[config.mk]
export PLATFORM = sky130hd
export DESIGN_NAME = sdsu_master_ctrl
export DESIGN_NICKNAME = d
export VERILOG_FILES = /design/src/rtl/sdsu_master_ctrl.sv
export SDC_FILE = /design/constraint.sdc
export NUM_CORES = 1
export LEC_CHECK = 0
export ABC_AREA = 1
export CAP_MARGIN = 20
export CORE_MARGIN = 5
export CORE_UTILIZATION = 35
export CTS_BUF_LIST = sky130_fd_sc_hd__clkbuf_4 sky130_fd_sc_hd__clkbuf_8
export CTS_CLUSTER_SIZE = 10
export DETAILED_ROUTE_END_ITERATION = 6
export PLACE_DENSITY = 0.58
export SYNTH_ARGS = -nofsm -noshare
export SYNTH_HDL_FRONTEND = slang
export SYNTH_SLANG_ARGS = --single-unit
[constraint.sdc]
create_clock -name clk -period 4.3 [get_ports clk]
set_input_delay 0.43 -clock clk [delete_from_list [all_inputs] [get_ports clk]]
set_output_delay 0.43 -clock clk [all_outputs]
set_load 0.1 [all_outputs]
[src/rtl/sdsu_master_ctrl.sv]
// Bus master for the SDSU multiplier slave: queues operand pairs and sequences SETUP/START/WAIT/HOLD.
// Define SDSU_TIMEOUT_EN to abort a WAIT that lasts TIMEOUT cycles (sets sticky err, returns 32'hFFFF_FFFF).
module sdsu_master_ctrl #(
    parameter int unsigned DEPTH   = 4,
    parameter int unsigned TIMEOUT = 255
) (
    input  logic        clk,
    input  logic        rst_n,
    input  logic        op_valid,
    input  logic [15:0] op_a,
    input  logic [15:0] op_b,
    output logic        op_ready,
    output logic        bus_valid,
    output logic        bus_start,
    output logic [15:0] bus_a,
    output logic [15:0] bus_b,
    input  logic [31:0] bus_rdata,
    input  logic        bus_ready,
    output logic        res_valid,
    output logic [31:0] res_data,
    input  logic        res_ready,
    output logic        busy,
    output logic        err
);

    localparam int unsigned PTR_W = $clog2(DEPTH);
    localparam int unsigned CNT_W = PTR_W + 1;

    if (DEPTH < 2 || DEPTH > 16 || (DEPTH & (DEPTH - 1)) != 0 ||
        TIMEOUT < 1 || TIMEOUT > 65535) begin : g_param_check
        $error("sdsu_master_ctrl: DEPTH or TIMEOUT out of range");
    end

    typedef enum logic [2:0] {
        IDLE,
        SETUP,
        START,
        WAIT,
        HOLD
    } state_t;

    state_t state, state_nxt;

    logic [31:0]      mem [DEPTH];
    logic [PTR_W-1:0] wr_ptr;
    logic [PTR_W-1:0] rd_ptr;
    logic [CNT_W-1:0] count;

    logic        push;
    logic        pop;
    logic        res_hs;
    logic        capture;
    logic        timeout_hit;
    logic [31:0] capture_data;

    assign op_ready = (count < CNT_W'(DEPTH));
    assign push     = op_valid && op_ready;
    assign res_hs   = res_valid && res_ready;
    assign busy     = (state != IDLE) || (count != '0);

    always_comb begin
        state_nxt    = state;
        pop          = 1'b0;
        capture      = 1'b0;
        capture_data = bus_rdata;
        bus_valid    = 1'b0;
        bus_start    = 1'b0;
        case (state)
            IDLE: begin
                if (count != '0 && !res_valid) begin
                    pop       = 1'b1;
                    state_nxt = SETUP;
                end
            end
            SETUP: begin
                bus_valid = 1'b1;
                state_nxt = START;
            end
            START: begin
                bus_valid = 1'b1;
                bus_start = 1'b1;
                state_nxt = WAIT;
            end
            WAIT: begin
                bus_start = 1'b1;
                if (bus_ready) begin
                    capture   = 1'b1;
                    state_nxt = HOLD;
                end else if (timeout_hit) begin
                    capture      = 1'b1;
                    capture_data = '1;
                    state_nxt    = HOLD;
                end
            end
            HOLD: begin
                if (res_hs) state_nxt = IDLE;
            end
            default: state_nxt = IDLE;
        endcase
    end

    // Power-of-two depth lets the pointers wrap by natural overflow.
    always_ff @(posedge clk) begin
        if (!rst_n) begin
            wr_ptr <= '0;
            rd_ptr <= '0;
            count  <= '0;
        end else begin
            if (push) wr_ptr <= wr_ptr + PTR_W'(1);
            if (pop)  rd_ptr <= rd_ptr + PTR_W'(1);
            case ({push, pop})
                2'b10:   count <= count + CNT_W'(1);
                2'b01:   count <= count - CNT_W'(1);
                default: count <= count;
            endcase
        end
    end

    always_ff @(posedge clk) begin
        if (push) mem[wr_ptr] <= {op_a, op_b};
    end

    always_ff @(posedge clk) begin
        if (!rst_n) begin
            state     <= IDLE;
            bus_a     <= '0;
            bus_b     <= '0;
            res_valid <= 1'b0;
            res_data  <= '0;
        end else begin
            state <= state_nxt;
            if (pop) {bus_a, bus_b} <= mem[rd_ptr];
            if (capture) begin
                res_data  <= capture_data;
                res_valid <= 1'b1;
            end else if (res_hs) begin
                res_valid <= 1'b0;
            end
        end
    end

`ifdef SDSU_TIMEOUT_EN
    logic [15:0] wait_cnt;
    logic        err_q;

    assign timeout_hit = (wait_cnt == 16'(TIMEOUT - 1));
    assign err         = err_q;

    // Counter idles at zero outside WAIT, so it is already clear on WAIT entry.
    always_ff @(posedge clk) begin
        if (!rst_n) begin
            wait_cnt <= '0;
            err_q    <= 1'b0;
        end else begin
            if (state != WAIT)
                wait_cnt <= '0;
            else if (!bus_ready && !timeout_hit)
                wait_cnt <= wait_cnt + 16'd1;
            if (state == WAIT && !bus_ready && timeout_hit)
                err_q <= 1'b1;
        end
    end
`else
    assign timeout_hit = 1'b0;
    assign err         = 1'b0;
`endif

endmodule

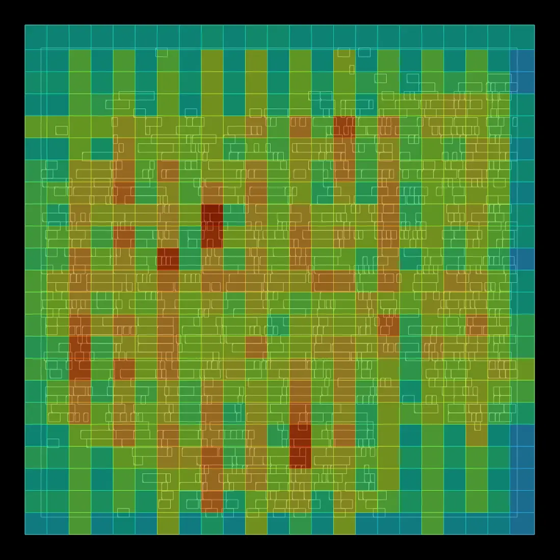
congestion.png
grt peak-use layer: met2
M2 GR Usage: 21.9%
M3 GR Usage: 3.75%
met1 Use GR: 18.6%

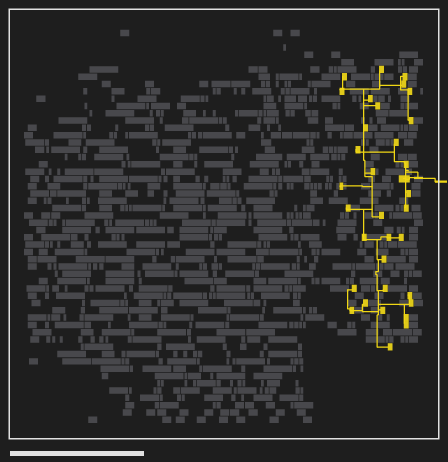
io_fan.png
The bar under the picture is 50 um long.
Key: bus_ready = yellow [direction input, edge right, end cells 34, buffers 2, wire 336 um]
total I/O pin count: 139
PortBufs: 137

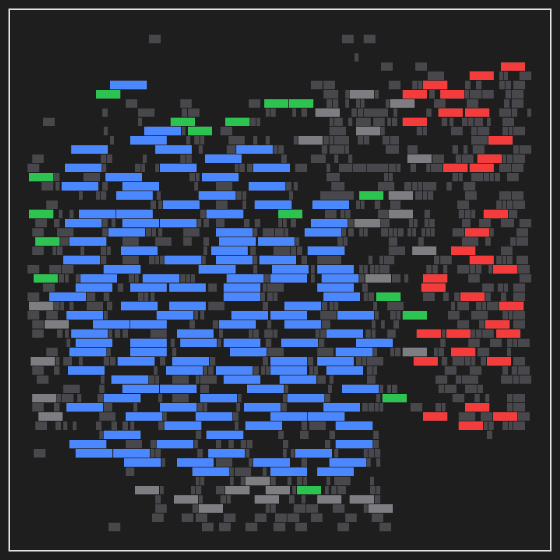
flops_by_reg.png
Key: bus_a = green [placed flops 16]; mem = blue [placed flops 128]; res_data = red [placed flops 32]
fraction of area in registers: 53.3%
Sequential Area: 5350 um^2
Seq. pwr: 0.00248 W

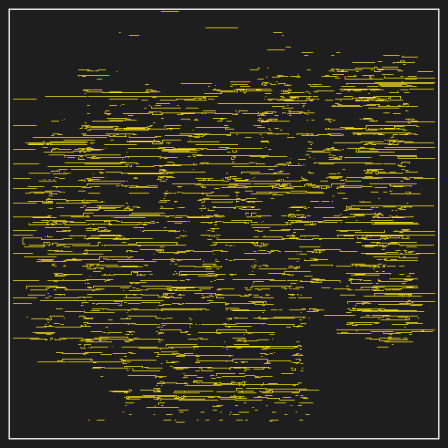
layer_met1.png
The longest straight run is 48.3 um. The wires run mostly horizontal. 840 nets have wire on it. The layer carries 8430 um of wire.
Via Count: 5470
DRT Wirelength: 18.3 mm

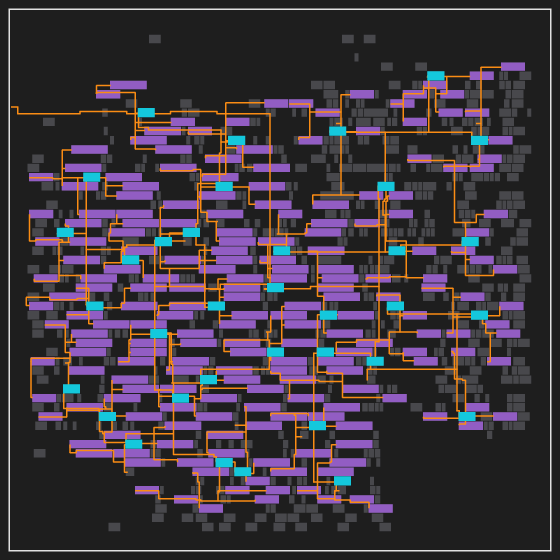
clk_routes.png
Key: clock wires = orange [length 2760 um]; clock drivers = cyan [count 35]; flip-flops = purple [count 203]
There are 36 routed clock nets.
Clk pwr share: 26.2%
Clk. pwr: 0.00176 W
clock skew: 0.0150 ns
Late-Pin Clk Latency: 0.52 ns

==> flow_summary.ini <==
; synthesis and place-and-route metrics
[placed_design]
gp_congestion = 0.740
hpwl_mm = 10.7
dpl.cell_count = 1092
pre_cts_ws_ns = 1.68
dpl_cell_area_um2 = 9290

[layout]
fill_cells = 2082
layout-drive-gt1-share_pct = 10.8
final_area_um2 = 10000
mi_logic_area_um2 = 2100
comb_share_pct = 21.0
seq_cells = 203
nets = 925
clkbuf_count = 60
largest_reg_flops = 128
logic_gate_count = 447
mostFrequentLayoutCell = nor2_1
reg.largest.list = mem: 128 flops, res_data: 32 flops
buf_share_pct = 14.4
area_growth_pct = 28.2
largest_register = mem
inverters = 20
antenna_cells = 0
area_dominant_class = flip-flops and latches
fin_cells = 1157
num-nonclk-buffers = 143
utilization_pct = 45.8
final_cell_mix = 168 x nor2_1, 136 x clkdlybuf4s50_1, 128 x edfxtp_1

[hold_path]
hold_path_end = res_data[0]
hp-start = res_data[0]
worstHoldPathType = reg2reg
hold_depth = 2

[die]
taps = 280
die_y_um = 160
chip_area_um2 = 25400
row_count = 54
die_w_um = 160

[routing]
wl_met3_mm = 1.22
drt-met1-wl_mm = 8.43
drtPass1Iterations = 4
routedWlPerCell_um = 15.8
via_per_inst = 4.73
first_iter_violations = 392
ant_nets = 0
top_layer_used = met4
wl_met2_mm = 8.35
drc = 0

[synth]
adder_share_pct = 1.06
ys_cells = 715
async_reset_ff_share_pct = 0
synth_top_cell_by_area = edfxtp_1
flop_cell = edfxtp_1
yosys.cell_types.count = 28
xor_share_pct = 0
ys_sh_aoi_pct = 11.5
synthCells = 715
ys_warn_count = 0
edf_count = 128
simple_gate_share_pct = 13.9
yosysSeqAreaShare_pct = 68.3
synth_chip_area_um2 = 7830
ys_ff = 203
netlist_logic_family_top = simple AND/OR/NAND/NOR gates
synth.top_cell.area_share_pct = 49.1
avgSynthCellArea_um2 = 10.9
yosys-top-cells-count = 172 x nor2_1, 128 x edfxtp_1, 79 x o21ai_0
synth.area.top_cells = edfxtp_1 49%, dfxtp_1 19%, nor2_1 8.3%
netlist_area_um2 = 7830
synth.most_common_cell = nor2_1
muxShareOfSynthArea_pct = 0

[setup_path]
worst-path-stages = 4
worst_r2r_endpoint = bus_b[15]
worst-path-max-fanout = 4
crit_path_end = bus_valid
path_cells = inv_2, nand2_1, o21ai_0, clkdlybuf4s50_1
critPathSlowestCell = clkdlybuf4s50_1
reg2regPathDepth = 7
r2r_start = rd_ptr[0]
cp.arrival_ns = 2.45
cp_top_family = buffers and inverters
cp.required_ns = 3.87
path_buffers = 2
cp_slowest_stage_delay_ns = 1.21
end_kind = output pin

[power]
p_switching_w = 0.00272
p_comb_w = 0.00248
total_leakage_power_nw = 3.50
internal_power_w = 0.00400
peakVddDrop_mv = 0.384
pwr-share-comb_pct = 36.9
netSwitchingFraction_pct = 40.4
total_power_w = 0.00672

[timing]
finalSetupTns_ns = 0
hold_viol = 0
slew_headroom_pct = 28.5
whs_ns = 0.458
fmax_ghz = 0.347
rsz0062_at_grt = false
finalClockPeriodUsage_pct = 67.0
tightest_slew_ns = 1.07
finalWorstSetupSlack_ns = 1.42
setup_viol = 0
period_minus_slack_ns = 2.88

[clock_network]
hold_buffers = 0
cts_buffer_depth = 3
ctsResizeCount = 0
htreeDepth = 2
cts_tree = built
post_cts_buffers = 0
cts_root_buffer = clkbuf_8
path_clk_slew_ns = 0.06

[global_route]
grt_antenna_before_repair = 0
grt_pass1_wl_mm = 29.1
grt_max_degree = 68
overflow = 0
grt_pass1_vias = 5355

[run_status]
status = complete, no violations

[flow_run]
tool_warnings = 29
max-cap-violations = 0
Power and IR drop assume default switching activity.
